$ cat src/rtl/delay_change_capture.sv
// Change-event capture: every edge where io_in differs from its previous sample
// pushes {io_in, timestamp} into a small FIFO; full-FIFO losses are counted.
module delay_change_capture #(
   parameter int DEPTH   = 4,
   parameter int STAMP_W = 16,
   parameter int DROP_W  = 8
) (
   input  logic                     clk,
   input  logic                     reset,
   input  logic [31:0]              io_in,
   input  logic                     io_clear,
   input  logic                     io_out_ready,
   output logic                     io_out_valid,
   output logic [31:0]              io_out_bits,
   output logic [STAMP_W-1:0]       io_out_stamp,
   output logic [$clog2(DEPTH):0]   io_count,
   output logic                     io_overflow,
   output logic [DROP_W-1:0]        io_drop_count
);

   localparam int PW = $clog2(DEPTH);
   localparam int CW = PW + 1;
   localparam int EW = 32 + STAMP_W;

   logic [STAMP_W-1:0] stamp_q, stamp_d;
   logic [31:0]        prev_q, prev_d;
   logic               primed_q, primed_d;
   logic [EW-1:0]      mem_q [DEPTH];
   logic [EW-1:0]      mem_d [DEPTH];
   logic [PW-1:0]      wr_ptr_q, wr_ptr_d;
   logic [PW-1:0]      rd_ptr_q, rd_ptr_d;
   logic [CW-1:0]      count_q, count_d;
   logic               out_valid_q, out_valid_d;
   logic [31:0]        out_bits_q, out_bits_d;
   logic [STAMP_W-1:0] out_stamp_q, out_stamp_d;
   logic               overflow_q, overflow_d;
   logic [DROP_W-1:0]  drop_cnt_q, drop_cnt_d;

   logic               push_s;
   logic               pop_s;
   logic               full_s;
   logic               accept_s;
   logic               drop_s;
   logic [CW-1:0]      remain_s;
   logic [EW-1:0]      head_s;

   // Next-state logic: change detection, FIFO bookkeeping, registered head and drop status
   always_comb begin
      stamp_d  = stamp_q + STAMP_W'(1'b1);
      prev_d   = io_in;
      primed_d = 1'b1;

      push_s   = primed_q && (io_in != prev_q);
      pop_s    = out_valid_q && io_out_ready;
      full_s   = (count_q == CW'(DEPTH));
      accept_s = push_s && (!full_s || pop_s);
      drop_s   = push_s && full_s && !pop_s;

      mem_d = mem_q;
      if (accept_s) begin
         mem_d[wr_ptr_q] = {io_in, stamp_q};
         wr_ptr_d        = wr_ptr_q + PW'(1'b1);
      end else begin
         wr_ptr_d = wr_ptr_q;
      end

      if (pop_s) begin
         rd_ptr_d = rd_ptr_q + PW'(1'b1);
      end else begin
         rd_ptr_d = rd_ptr_q;
      end

      remain_s = count_q - CW'(pop_s);
      count_d  = remain_s + CW'(accept_s);

      // When nothing survives the pop, the new head can only be the entry written this edge.
      if (remain_s == {CW{1'b0}}) begin
         head_s = {io_in, stamp_q};
      end else begin
         head_s = mem_q[rd_ptr_d];
      end

      out_valid_d = (count_d != {CW{1'b0}});
      if (out_valid_d) begin
         out_bits_d  = head_s[EW-1:STAMP_W];
         out_stamp_d = head_s[STAMP_W-1:0];
      end else begin
         out_bits_d  = out_bits_q;
         out_stamp_d = out_stamp_q;
      end

      if (io_clear) begin
         overflow_d = 1'b0;
         drop_cnt_d = {DROP_W{1'b0}};
      end else begin
         overflow_d = overflow_q;
         drop_cnt_d = drop_cnt_q;
      end
      if (drop_s) begin
         overflow_d = 1'b1;
         if (drop_cnt_d != {DROP_W{1'b1}}) begin
            drop_cnt_d = drop_cnt_d + DROP_W'(1'b1);
         end else begin
            drop_cnt_d = drop_cnt_d;
         end
      end else begin
         overflow_d = overflow_d;
      end
   end

   // State registers with asynchronous active-low reset
   always_ff @(posedge clk or negedge reset) begin
      if (!reset) begin
         stamp_q     <= {STAMP_W{1'b0}};
         prev_q      <= 32'd0;
         primed_q    <= 1'b0;
         mem_q       <= '{default: {EW{1'b0}}};
         wr_ptr_q    <= {PW{1'b0}};
         rd_ptr_q    <= {PW{1'b0}};
         count_q     <= {CW{1'b0}};
         out_valid_q <= 1'b0;
         out_bits_q  <= 32'd0;
         out_stamp_q <= {STAMP_W{1'b0}};
         overflow_q  <= 1'b0;
         drop_cnt_q  <= {DROP_W{1'b0}};
      end else begin
         stamp_q     <= stamp_d;
         prev_q      <= prev_d;
         primed_q    <= primed_d;
         mem_q       <= mem_d;
         wr_ptr_q    <= wr_ptr_d;
         rd_ptr_q    <= rd_ptr_d;
         count_q     <= count_d;
         out_valid_q <= out_valid_d;
         out_bits_q  <= out_bits_d;
         out_stamp_q <= out_stamp_d;
         overflow_q  <= overflow_d;
         drop_cnt_q  <= drop_cnt_d;
      end
   end

   assign io_out_valid  = out_valid_q;
   assign io_out_bits   = out_bits_q;
   assign io_out_stamp  = out_stamp_q;
   assign io_count      = count_q;
   assign io_overflow   = overflow_q;
   assign io_drop_count = drop_cnt_q;

endmodule

$ cat config.mk
export PLATFORM = sky130hd
export DESIGN_NAME = delay_change_capture
export DESIGN_NICKNAME = d
export VERILOG_FILES = /design/src/rtl/delay_change_capture.sv
export SDC_FILE = /design/constraint.sdc
export NUM_CORES = 1
export LEC_CHECK = 0
export ABC_CLOCK_PERIOD_IN_PS = 3140
export CAP_MARGIN = 0
export CORE_UTILIZATION = 53
export DETAILED_ROUTE_END_ITERATION = 10
export PLACE_DENSITY = 0.85
export SETUP_SLACK_MARGIN = 0.15
export SLEW_MARGIN = 40
export SYNTH_ARGS = -nofsm -noshare
export SYNTH_HDL_FRONTEND = slang
export SYNTH_SLANG_ARGS = --single-unit
$ cat constraint.sdc
create_clock -name clk -period 3.14 [get_ports clk]
set_clock_uncertainty 0.15 [all_clocks]
set_input_delay 0.628 -clock clk [delete_from_list [all_inputs] [get_ports clk]]
set_output_delay 0.628 -clock clk [all_outputs]
set_load 0.01 [all_outputs]
Metal 2:
(2 px per um)
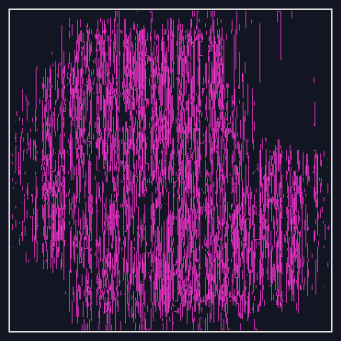
share of all routed wire: 51%
main direction: vertical
wire length on this layer: 18,100 um
nets with wire on the layer: 1,082
longest straight run: 50.5 um
final wirelength: 35.6 mm
Via Count: 8,866
GR Layer Usage met2: 47.0%

Where the registers sit:
(2 px per um) Other sequential cells in the stronger gray, the rest of the logic in the fainter gray.
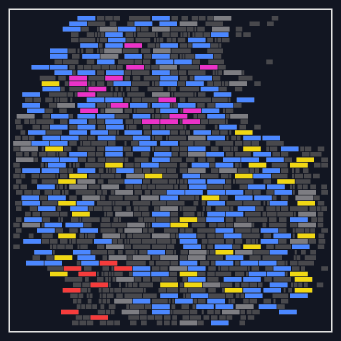
| color | netlist name | sequential cells |
|---|---|---|
| red | io_drop_count | 8 |
| magenta | stamp_q | 16 |
| blue | mem_q | 192 |
| yellow | io_out_bits | 32 |
not colored: 58
fin util: 69.9%
sequential cell area: 0.00766 sq mm
P_seq: 6.39 mW

PDN straps and rails:
(2 px per um) Pins as bars on the die edge.
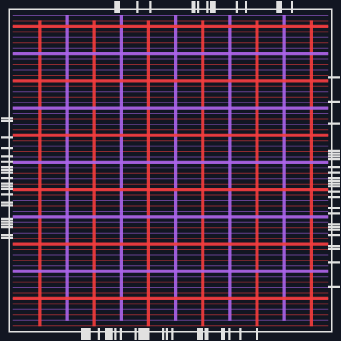
| color | net |
|---|---|
| purple | VDD |
| red | VSS |
rows: 57
signal pins: 97
VDD IR max: 608 uV
DIE HEIGHT: 161 um

Local utilization:
(2 px per um) The die is cut into 16 by 16 equal tiles; black is low, pale yellow is high, 0 to 100% covered.
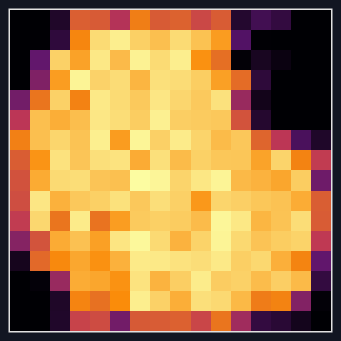
fullest tile: 99%
mean over tiles: 65%
nearly empty tiles: 13%
FP Util: 54.5%
core box area: 0.0245 sq mm

==> metrics.yaml <==
status: "finished, violations left"
violations: "setup timing"
ys_ff: 306
synth_cell_types: 40
setup_slack_ps: -71.1
arrival_ps: 3490
cp-endpoint: "io_out_bits[20]"
worstSkewPairLatency_ps: 560
cts_hold_buf: 1
die_area_sq_mm: 0.0258
use_met3_pct: 5.17
switching_share_pct: 35.1
hold_start: "io_in[21]"
p_clk_share_pct: 19.7
p_sw_mw: 6.72
p_total_mw: 19.1
p_leak_nw: 7.48
clock-root-buffer: "clkbuf_16"
syn_avg_cell_area_sq_um: 13.9
n_all_buffers: 187
floorplan.nets: 1005
critPathLaunch: "prev_q[4]"
edf_count: 0
maxSlewHeadroom_pct: 59.5
hold_viol_final: 0
startpoint_type: "register"
numPortBuffers: 96
path_max_fanout: 8
finalSetupTns_ps: -1110
clkCellAreaFrac_pct: 6.16
finalSetupViolCount: 39
[kinds of logic (layout without fill, tap and decap cells)]
kind of cell | Yosys count | in the layout | synth area share [%]
buffers and inverters | 74 | 254 | 3.23
DFF | 306 | 306 | 57.5
AOI/OAI and AO/OA | 53 | 53 | 2.58
adders and majority gates | 10 | 10 | 0.939
other | 1 | 2 | 0.0281
and+or+nand+nor | 217 | 217 | 7.36
muxes | 245 | 245 | 24.8
xor gates and xnor gates | 53 | 53 | 3.60
[critical path, stage by stage, from the launching register on]
cell       delay, ps
dfrtp_1          390
xnor2_1          150
buf_4            140
nand4_1          180
nor4_2           360
nand2_2          130
and3_4           180
ha_4             160
ha_4             160
xnor2_2          140
or3_4            440
buf_6            170
clkbuf_16        170
nor2_4           100
a31oi_1           60
No activity file was given, so power comes from the tool's default toggle rates.
